File: src/rtl/down_counter_pkg.sv
// Shared definitions for the down_counter slice: FSM state codes and parameter defaults.
package down_counter_pkg;

  localparam int unsigned STATE_W     = 2;
  localparam int unsigned DEF_WIDTH   = 8;
  localparam int unsigned DEF_MAX_VAL = 255;

  localparam logic [STATE_W-1:0] ST_IDLE  = 2'd0;
  localparam logic [STATE_W-1:0] ST_RUN   = 2'd1;
  localparam logic [STATE_W-1:0] ST_PAUSE = 2'd2;
  localparam logic [STATE_W-1:0] ST_DONE  = 2'd3;

endpackage

File: src/rtl/down_counter_sub_cell.sv
// One bit of the ripple-borrow decrement chain.
module down_counter_sub_cell (
  input  logic q,
  input  logic bin,
  output logic d,
  output logic bout
);

  assign d    = q ^ bin;
  assign bout = ~q & bin;

endmodule

File: src/rtl/down_counter.sv
// Loadable, pausable down-counter with start/done handshake and borrow tick.
module down_counter
  import down_counter_pkg::*;
#(
  parameter int unsigned WIDTH       = DEF_WIDTH,
  parameter int unsigned MAX_VAL     = DEF_MAX_VAL,
  parameter bit          AUTO_RELOAD = 1'b0
) (
  input  logic             clk,
  input  logic             rst_n,
  input  logic             abort,
  input  logic             load,
  input  logic [WIDTH-1:0] load_val,
  input  logic             start,
  input  logic             en,
  input  logic             pause,
  input  logic             ack,
  output logic [WIDTH-1:0] count,
  output logic             busy,
  output logic             done,
  output logic             tick
);

  logic [STATE_W-1:0] state, state_nx;
  logic [WIDTH-1:0]   reload, reload_nx, count_nx;
  logic               busy_nx, done_nx, tick_nx;

  logic [WIDTH-1:0]   diff;
  logic [WIDTH:0]     borrow;
  logic [WIDTH-1:0]   load_sat;
  logic               cnt_zero, cnt_one;

  // count-1 via borrow chain; the final borrow-out is set only when count is zero
  assign borrow[0] = 1'b1;
  for (genvar i = 0; i < WIDTH; i++) begin : g_borrow
    down_counter_sub_cell u_cell (
      .q    (count[i]),
      .bin  (borrow[i]),
      .d    (diff[i]),
      .bout (borrow[i+1])
    );
  end

  assign cnt_zero = borrow[WIDTH];
  assign cnt_one  = (count == WIDTH'(1));
  assign load_sat = (load_val > WIDTH'(MAX_VAL)) ? WIDTH'(MAX_VAL) : load_val;

  always_ff @(posedge clk or negedge rst_n) begin
    if (!rst_n) begin
      state  <= ST_IDLE;
      count  <= '0;
      reload <= '0;
      busy   <= 1'b0;
      done   <= 1'b0;
      tick   <= 1'b0;
    end else begin
      state  <= state_nx;
      count  <= count_nx;
      reload <= reload_nx;
      busy   <= busy_nx;
      done   <= done_nx;
      tick   <= tick_nx;
    end
  end

  // Next state with priority abort > load > start > pause > en
  always_comb begin
    state_nx  = state;
    count_nx  = count;
    reload_nx = reload;
    tick_nx   = 1'b0;

    if (abort) begin
      state_nx = ST_IDLE;
      count_nx = '0;
    end else if (load && (state == ST_IDLE || state == ST_DONE)) begin
      state_nx  = ST_IDLE;
      count_nx  = load_sat;
      reload_nx = load_sat;
    end else begin
      case (state)
        ST_IDLE: begin
          if (start) state_nx = cnt_zero ? ST_DONE : ST_RUN;
        end
        ST_RUN: begin
          if (pause) begin
            state_nx = ST_PAUSE;
          end else if (en && !cnt_zero) begin
            if (cnt_one) begin
              tick_nx = 1'b1;
              if (AUTO_RELOAD) begin
                count_nx = reload;
              end else begin
                count_nx = diff;
                state_nx = ST_DONE;
              end
            end else begin
              count_nx = diff;
            end
          end
        end
        ST_PAUSE: begin
          if (!pause) state_nx = ST_RUN;
        end
        ST_DONE: begin
          if (ack) state_nx = ST_IDLE;
        end
        default: state_nx = ST_IDLE;
      endcase
    end

    busy_nx = (state_nx == ST_RUN) || (state_nx == ST_PAUSE);
    done_nx = (state_nx == ST_DONE);
  end

endmodule

File: config.mk
export PLATFORM = sky130hd
export DESIGN_NAME = down_counter
export DESIGN_NICKNAME = d
export VERILOG_FILES = /design/src/rtl/down_counter_pkg.sv /design/src/rtl/down_counter_sub_cell.sv /design/src/rtl/down_counter.sv
export SDC_FILE = /design/constraint.sdc
export NUM_CORES = 1
export LEC_CHECK = 0
export CORE_UTILIZATION = 44
export CTS_BUF_LIST = sky130_fd_sc_hd__clkbuf_2
export DETAILED_ROUTE_END_ITERATION = 12
export PLACE_DENSITY = 0.78
export SLEW_MARGIN = 15
export SYNTH_ARGS = -nofsm -noshare
export SYNTH_HDL_FRONTEND = slang
export SYNTH_SLANG_ARGS = --single-unit
File: constraint.sdc
create_clock -name clk -period 3 [get_ports clk]
set_input_delay 0.45 -clock clk [delete_from_list [all_inputs] [get_ports clk]]
set_output_delay 0.45 -clock clk [all_outputs]
set_load 0.02 [all_outputs]
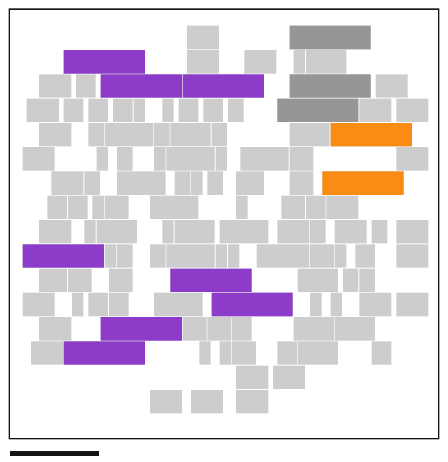
Run 1: sequential cells coloured by netlist name
Scale bar: 10 µm.
| signal | colour | sequential cells |
|---|---|---|
| state | orange | 2 |
| count | purple | 8 |
not coloured: 3

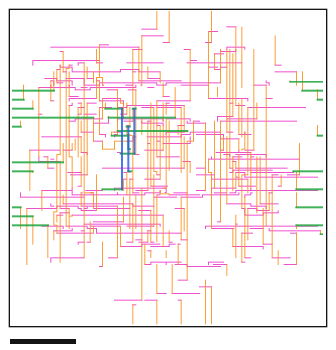
Run 1: signal wires by layer
Scale bar: 10 µm.
| layer | colour | wire length |
|---|---|---|
| met3 | green | 104 µm |
| met2 | orange | 947 µm |
| met4 | blue | 25.8 µm |
| met1 | magenta | 779 µm |

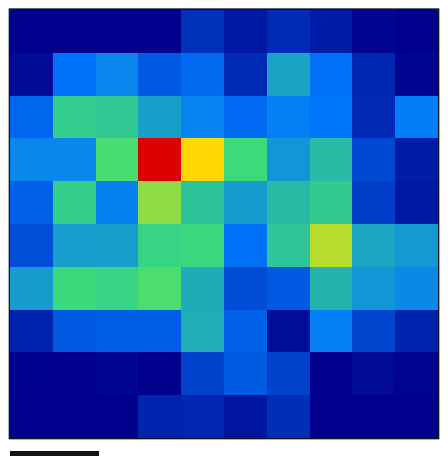
Run 1: wiring heat map
Scale bar: 10 µm. 10 x 10 tiles, from dark blue (low) to red (high), scaled to the fullest tile. Values are wire area over tile area, all layers added.
densest ninth of the die: centre
fullest tile: 0.57
nearly empty tiles: 19%
mean over tiles: 0.13
tiles over half the peak: 6.0%

==> results.toml, run 1 <==
# implementation run metrics
[pwr]
seq_power_share_pct = 32.8
power.share.combinational_pct = 54.8
clock_power_share_pct = 12.4
ir_drop_mv = 0.3283
p_int_mw = 0.4585
p_seq_mw = 0.248
cellPowerDensity_nw_per_um2 = 620.5
pg_clk_mw = 0.0940
pg_comb_mw = 0.415
total_power_mw = 0.7569
leakage_nw = 0.5267
power-top-group = "combinational cells"
switching_power_mw = 0.2984
swShare_pct = 39.43

[worst_setup_path]
r2r-start = "count[0]$_DFFE_PN0P_"
cp_slowest_stage_delay_ns = 0.39
rr_worst_depth = 13
end_kind = "register"
reg2reg_slack_ns = 0.09
path_cells = "inv_1, ha_2, ha_2, ha_2, ha_2, ha_1, ha_1, ha_2, nor4b_2, and4_1, nand3b_1, a211oi_2, ha_1"
critPathMostFrequentCell = "ha_2"
startpoint = "count[0]$_DFFE_PN0P_"
crit_required_ns = 3.16
critical_path_class = "register to register"
cp-start-kind = "register"
rr_endpoint = "busy$_DFF_PN0_"
critPathMaxFanout = 3
crit_end = "busy$_DFF_PN0_"
cpMaxStageDelayCell = "dfrtp_1"

[place]
hpwl_um = 1402
io_buffers = 26
place_area_um2 = 1166
dp.cells = 141
place_ws_ns = 0.07459
gp_congestion = 0.7964

[outcome]
status = "finished, final reports clean"

[layout]
nClkBuffers = 4
regArea_um2 = 325.3
nets = 150
post-route-util_pct = 61.55
ff_count = 13
layout-drive-gt1-share_pct = 15.00
combGateArea_um2 = 509.2
final_cells = 147
clk_share_pct = 1.641
buffers = 30
comb_cells = 62
seq_share_pct = 26.67
finish.instance_area_um2 = 1220
diodes = 0
regMostFlops = "count"
top_regs = "count: 8 flops, state: 2 flops"
nFillCells = 160
inverters = 11
buffer_area_share_pct = 23.79
largest_reg_flops = 8
area_dominant_class = "logic gates"

[global_routing]
grt_remaining_overflow = 0
busiest_layer = "met2"
grt_use_met2_pct = 32.43
grt_max_degree = 14
grt_use_met1_pct = 21.10
grt_pass1_vias = 692
grt_use_total_pct = 17.89
antenna_found_initial = 0
grt_pass1_wl_um = 2904

[cts]
cts_setup_buffers = 0
root_buffer = "clkbuf_2"
clk_pin_slew_ns = 0.14
hold_buffers = 0
cts_tree = "built"
insertion_delay_ns = 0.27
cts_buffers = 3
cts_repair_resize_count = 0
h-tree-depth = 1

[sta]
hold_viol = 0
fin_crit_ns = 2.909
relSlewSlack_pct = 60.35
fin_setup_tns_ns = 0
finalClockPeriodUsage_pct = 96.97
timing.final.ws_setup_ns = 0.09103
finalSetupViolCount = 0
slew_viol_final = 0
hold_ws_ns = 0.5288

[synthesis]
ys.warnings.count = 0
top_logic_kind = "adder cells"
top_area_share_pct = 34.99
syn-num-nets = 126
ff_type = "dfrtp_1"
yosys-top-cells-area = "dfrtp_1 (35%), ha_1 (17%), buf_4 (6.5%), nand2b_1 (4.7%), inv_1 (4.4%)"
synth_area_um2 = 929.6
async_flop_share_pct = 100.0
largest_area_cell = "dfrtp_1"
synth.distinct_cells = 28
ys_cells = 97
ys_sh_mux_pct = 4.307
ys_sh_adder_pct = 17.50
synthAoiAreaFrac_pct = 14.80
synth-edff-count = 0
synth_cells = 97
simple_gate_share_pct = 15.21
ys_area_um2 = 929.6
common_cells = "dfrtp_1 (13), ha_1 (13), inv_1 (11)"
xor_area_share_pct = 0.9421
synth_flop_count = 13

[detailed_routing]
remaining_drc_errors = 0
firstDrtPassIters = 5
drt_iter0_markers = 22
post_drt_wl_per_cell_um = 12.62
wl_um = 1855
vias = 774
drt.antenna.violating_nets = 0

[floorplan]
ioPinCount = 27
placementRows = 16
core_area_um2 = 1982
die_h_um = 47.97
fp.dieW_um = 47.97
tapCellCount = 27
core_util_floorplan_pct = 46.91

[flow_run]
maxCapViolations = 0
tool_warnings = 30

[min_path]
min_path_type = "input pin to asynchronous set/reset pin"
[run 1: critical path: cells and delay by family, from the launching register on]
family          cells  cell delay, ns
compound gates      1            0.25
fa+ha+maj           8            1.49
buf+inv             1            0.06
flops               1            0.39
simple gates        3            0.59
[run 1: cell usage in the layout, fill, tap and decap left out, types with 2 or more instances in the layout]
master	count
inv_1	11
dfrtp_1	13
clkbuf_2	4
a211oi_1	3
clkdlybuf4s50_1	26
ha_2	5
mux2_4	2
o22ai_1	5
nor3_1	2
o21ai_0	7
nand2b_1	7
nand2_1	5
nor2_1	4
ha_1	8
buf_4	4
[run 1: layer usage]
| layer | part of all wire, % | routed length [µm] |
|---|---|---|
| met5 | 0 | 0 |
| met4 | 1.3 | 25 |
| met3 | 5.6 | 103 |
| met2 | 51 | 947 |
| met1 | 42 | 778 |
Run 1, congestion heat map:
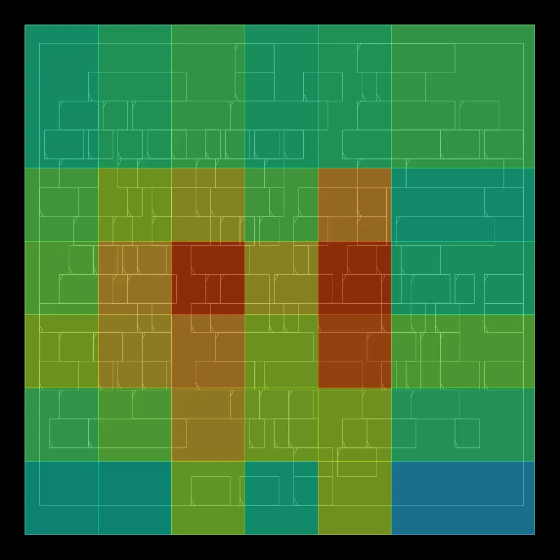

## Run 2: what changed since run 1
Settings changed: CORE_UTILIZATION 44 to 35, PLACE_DENSITY 0.78 to 0.64, SLEW_MARGIN 15 to 20.
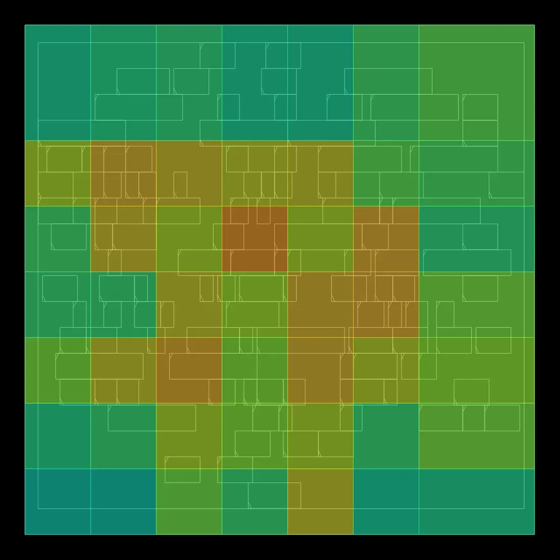
Run 2: congestion heat map
final core occ: 49.30%
busiest grt layer: met2
grt met2 use: 27.08%

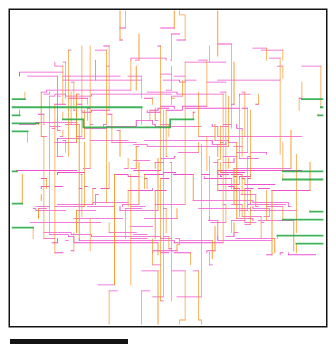
Run 2: signal wires by layer
Scale bar: 20 µm.
| layer | colour | wire length |
|---|---|---|
| met1 | magenta | 787 µm |
| met3 | green | 101 µm |
| met2 | orange | 1020 µm |

==> run 2 against run 1 <==
Against the previous run: via count decreased by 4.4%; setup slack lost 0.019 ns; clock power down 1%; non-clock buffer count is 1 lower; sequential power barely moved; clock skew shrank 0.011 ns; critical path type unchanged; largest power group unchanged; highest routed layer is now met3.
==> results.toml, run 2 <==
# implementation run metrics
[synthesis]
ys_cells = 97
yosys-top-cells-area = "dfrtp_1 (35%), ha_1 (17%), buf_4 (6.5%), nand2b_1 (4.7%), inv_1 (4.4%)"
largest_area_cell = "dfrtp_1"
ys_seq_share_pct = 34.99
synthAoiAreaFrac_pct = 14.80
synth_flop_count = 13
avgSynthCellArea_um2 = 9.584
synth_area_um2 = 929.6
synth-edff-count = 0
xor_area_share_pct = 0.9421
synth.distinct_cells = 28
async_flop_share_pct = 100.0
top_logic_kind = "adder cells"
ys.warnings.count = 0
syn-num-nets = 126
common_cells = "dfrtp_1 (13), ha_1 (13), inv_1 (11)"
top_area_share_pct = 34.99
ys_sh_adder_pct = 17.50
ys_sh_mux_pct = 4.307
synth_cells = 97
ff_type = "dfrtp_1"
simple_gate_share_pct = 15.21
ys_area_um2 = 929.6

[floorplan]
fp.dieW_um = 53.54
placementRows = 18
core_util_floorplan_pct = 37.19
die_h_um = 53.54
ioPinCount = 27
chipArea_um2 = 2866
core_area_um2 = 2500

[pwr]
p_int_mw = 0.4647
p_seq_mw = 0.250
power.share.combinational_pct = 55.4
total_power_mw = 0.7677
power-top-group = "combinational cells"
pg_clk_mw = 0.0929
seq_power_share_pct = 32.5
switching_power_mw = 0.3029
clock_power_share_pct = 12.1
leakage_nw = 0.5298
cellPowerDensity_nw_per_um2 = 622.9
ir_drop_mv = 0.3237
swShare_pct = 39.46
pg_comb_mw = 0.425

[sta]
fin_crit_ns = 2.928
fin_setup_tns_ns = 0
skew_ns = 0.005450
finalSetupViolCount = 0
max_freq_mhz = 341.5
finalClockPeriodUsage_pct = 97.60
slew_viol_final = 0
hold_ws_ns = 0.5348
hold_viol = 0
relSlewSlack_pct = 60.60
timing.final.ws_setup_ns = 0.07196
tightest_slew_ns = 0.5892

[cts]
insertion_delay_ns = 0.27
cts_tree = "built"
clockBufferDepth = 2
clock_sinks = 13
cts_setup_buffers = 0
root_buffer = "clkbuf_2"
cts_buffers = 3
hold_buffers = 0
cts_repair_resize_count = 1
h-tree-depth = 1
clk_pin_slew_ns = 0.13

[worst_setup_path]
rr_worst_depth = 13
cp_slowest_stage_delay_ns = 0.37
r2r-start = "count[0]$_DFFE_PN0P_"
critPathMostFrequentCell = "ha_1"
crit_required_ns = 3.16
rr_endpoint = "busy$_DFF_PN0_"
reg2reg_slack_ns = 0.07
startpoint = "count[0]$_DFFE_PN0P_"
cp-start-kind = "register"
crit_end = "busy$_DFF_PN0_"
end_kind = "register"
critical_path_class = "register to register"
path_cells = "inv_1, ha_2, ha_1, ha_2, ha_1, ha_1, ha_2, ha_4, nor4b_4, and4_1, nand3b_1, a211oi_2, ha_1"
worstPathArrival_ns = 3.09
cpMaxStageDelayCell = "dfrtp_1"
critPathMaxFanout = 3

[layout]
areaGrowthSynthToFinish_pct = 32.57
final_cells = 149
layout-drive-gt1-share_pct = 13.45
final_cell_mix = "clkdlybuf4s50_1 (26), dfrtp_1 (13), inv_1 (11)"
largest_reg_flops = 8
nets = 149
final_common_cell = "clkdlybuf4s50_1"
top_regs = "count: 8 flops, state: 2 flops"
finish.instance_area_um2 = 1232
regMostFlops = "count"
diodes = 0

[global_routing]
grt_pass1_wl_um = 3029
antenna_found_initial = 0
grt_max_degree = 14
grt_remaining_overflow = 0
grt_pass1_vias = 700
grt_use_total_pct = 15.05

[flow_run]
maxCapViolations = 0
tool_warnings = 30

[min_path]
min_path_type = "input pin to asynchronous set/reset pin"

[detailed_routing]
drt_iter0_markers = 5
vias = 740
via_per_inst = 4.966
post_drt_wl_per_cell_um = 12.77
wl_um = 1903
remaining_drc_errors = 0
drt.antenna.violating_nets = 0
firstDrtPassIters = 4

[place]
place_ws_ns = -0.007005
hpwl_um = 1427
dp.cells = 144
io_buffers = 26
gp_congestion = 0.8340
place_area_um2 = 1170

[outcome]
status = "finished, final reports clean"
-- run 2: cell type report --
type | instances | area, µm²
well taps | 30 | 37.54
inverters | 11 | 41.29
multi-input cells | 62 | 525.5
repair buffers | 29 | 282.8
fillers | 244 | 1267
clock buffers | 4 | 20.02
flip-flops and latches | 13 | 325.3
-- run 2: worst max-delay path: cells and delay by family (launching register included) --
family	cells	cell delay, ns
AOI/OAI and AO/OA	1	0.23
DFF	1	0.37
buffers and inverters	1	0.06
and+or+nand+nor	3	0.65
adders and majority gates	8	1.53
-- run 2: layer usage --
metal  share of wire [%]  vias to the layer above  GRT usage (%)
li1                    -                      368              -
met1                  41                      352          17.30
met2                  53                       20          27.08
met3                 5.3                        0          5.085
met4                   0                        0          2.632
met5                   0                        -              0
Run 2, placement by cell class:
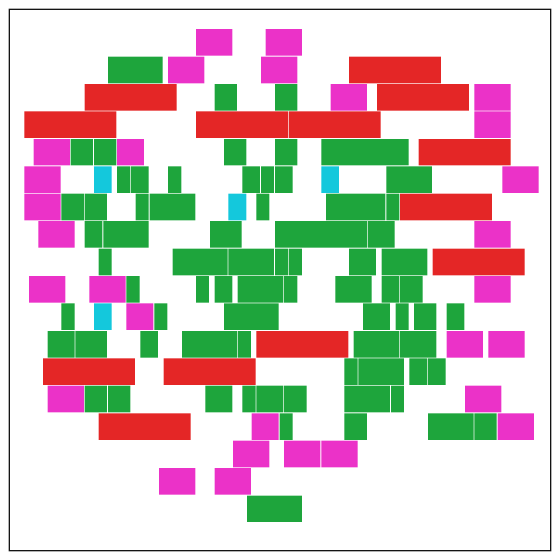

## Run 3: what changed since run 2
Settings changed: SKIP_CTS_REPAIR_TIMING from default to 1.
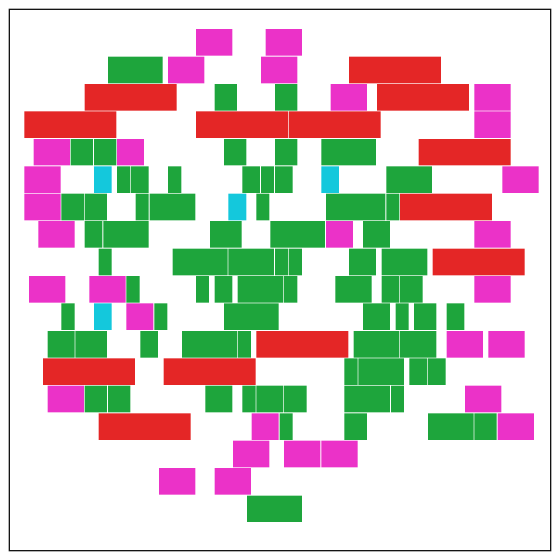
Run 3: placement by cell class
| class | colour | cells | share of their area |
|---|---|---|---|
| clock drivers and dummy loads | cyan | 4 | 1.7% |
| flops | red | 13 | 27% |
| other buffers and delay cells | magenta | 30 | 25% |
| all other logic | green | 73 | 46% |

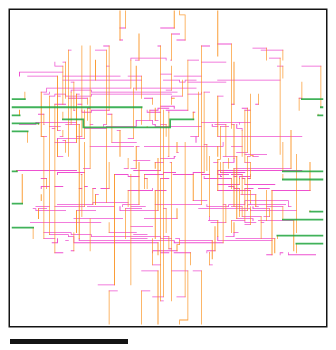
Run 3: signal wires by layer
Scale bar: 20 µm.
| layer | colour | wire length |
|---|---|---|
| met2 | orange | 1000 µm |
| met1 | magenta | 788 µm |
| met3 | green | 101 µm |

==> run 3 against run 2 <==
Against the previous run: synthesized cell count unchanged; global-route usage decreased by 0.36 points; design area down 0.91%; synthesized area did not move; clock skew shrank 0.0019 ns; sequential share of layout area rose by 0.24 points; critical path type unchanged; largest power group unchanged; critical path depth did not move; fmax down 0.46%; combinational power decreased by 3%; register-to-register slack barely moved; count of clock-buffer cells in the layout unchanged.
==> results.toml, run 3 <==
# implementation run metrics
[cts]
clk_pin_slew_ns = 0.13
root_buffer = "clkbuf_2"
insertion_delay_ns = 0.27
h-tree-depth = 1
cts_tree = "built"
cts_buffers = 3

[sta]
relSlewSlack_pct = 60.30
finalSetupViolCount = 0
finalClockPeriodUsage_pct = 98.05
hold_ws_ns = 0.5372
tightest_slew_ns = 0.5937
skew_ns = 0.003579
fin_setup_tns_ns = 0
timing.final.ws_setup_ns = 0.05853

[floorplan]
die_h_um = 53.54
placementRows = 18
fp.dieW_um = 53.54
core_area_um2 = 2500
tapCellCount = 30
chipArea_um2 = 2866
core_util_floorplan_pct = 37.19

[layout]
ff_count = 13
top_regs = "count: 8 flops, state: 2 flops"
post-route-util_pct = 48.85
final_cell_mix = "clkdlybuf4s50_1 (26), dfrtp_1 (13), inv_1 (11)"
nets = 150
nFillCells = 246
regMostFlops = "count"
buffers = 30
finish.instance_area_um2 = 1221
area_dominant_class = "logic gates"
layout-drive-gt1-share_pct = 14.17
final_common_cell = "clkdlybuf4s50_1"
areaGrowthSynthToFinish_pct = 31.36
diodes = 0
seq_share_pct = 26.64
comb_cells = 62
clk_share_pct = 1.639
largest_reg_flops = 8

[synthesis]
largest_area_cell = "dfrtp_1"
ys_sh_adder_pct = 17.50
simple_gate_share_pct = 15.21
ys.warnings.count = 0
xor_area_share_pct = 0.9421
ff_type = "dfrtp_1"
synthAoiAreaFrac_pct = 14.80
synth_cells = 97
top_logic_kind = "adder cells"
ys_sh_mux_pct = 4.307
synth-edff-count = 0
synth.distinct_cells = 28
syn-num-nets = 126
yosys-top-cells-area = "dfrtp_1 (35%), ha_1 (17%), buf_4 (6.5%), nand2b_1 (4.7%), inv_1 (4.4%)"
top_area_share_pct = 34.99

[min_path]
min_path_type = "input pin to asynchronous set/reset pin"

[place]
dp.cells = 144
io_buffers = 26
place_ws_ns = -0.007005
gp_congestion = 0.8340
place_area_um2 = 1170
hpwl_um = 1427

[worst_setup_path]
end_kind = "register"
crit_required_ns = 3.17
startpoint = "count[0]$_DFFE_PN0P_"
critPathMaxFanout = 3
r2r-start = "count[0]$_DFFE_PN0P_"
cp_slowest_stage_delay_ns = 0.37
critical_path_class = "register to register"
cp-start-kind = "register"
reg2reg_slack_ns = 0.06
path_cells = "inv_1, ha_2, ha_1, ha_2, ha_1, ha_1, ha_2, ha_2, nor4b_2, and4_1, nand3b_1, a211oi_2, ha_1"

[global_routing]
grt_max_degree = 14
grt_pass1_vias = 681
grt_remaining_overflow = 0
antenna_found_initial = 0

[outcome]
status = "finished, final reports clean"

[pwr]
leakage_nw = 0.5278
ir_drop_mv = 0.3185
total_power_mw = 0.7549
cellPowerDensity_nw_per_um2 = 618.1

[flow_run]
tool_warnings = 30

[detailed_routing]
wl_um = 1891
drt.antenna.violating_nets = 0
drt_iter0_markers = 6
remaining_drc_errors = 0
post_drt_wl_per_cell_um = 12.61
firstDrtPassIters = 4
-- run 3: critical path, delay by kind of cell (launching register included) --
kind | cells | cell delay [ns]
AND/OR/NAND/NOR | 3 | 0.66
flip-flops | 1 | 0.37
adder cells (fa/ha/maj) | 8 | 1.53
AND-OR/OR-AND | 1 | 0.23
buffers and inverters | 1 | 0.06
-- run 3: routing by layer --
metal | vias to the layer above | wire, µm | GRT usage, %
li1 | 371 | - | -
met1 | 352 | 788 | 16.96
met2 | 20 | 1002 | 26.25
met3 | 0 | 100 | 5.085
met4 | 0 | 0 | 2.632
met5 | - | 0 | 0
-- run 3: where the power goes --
group	switching, mW	internal [mW]	leakage (nW)
clock	0.0580	0.0354	0.0166
combinational	0.203	0.211	0.337
sequential	0.0355	0.212	0.174
No activity file was given, so power comes from the tool's default toggle rates.
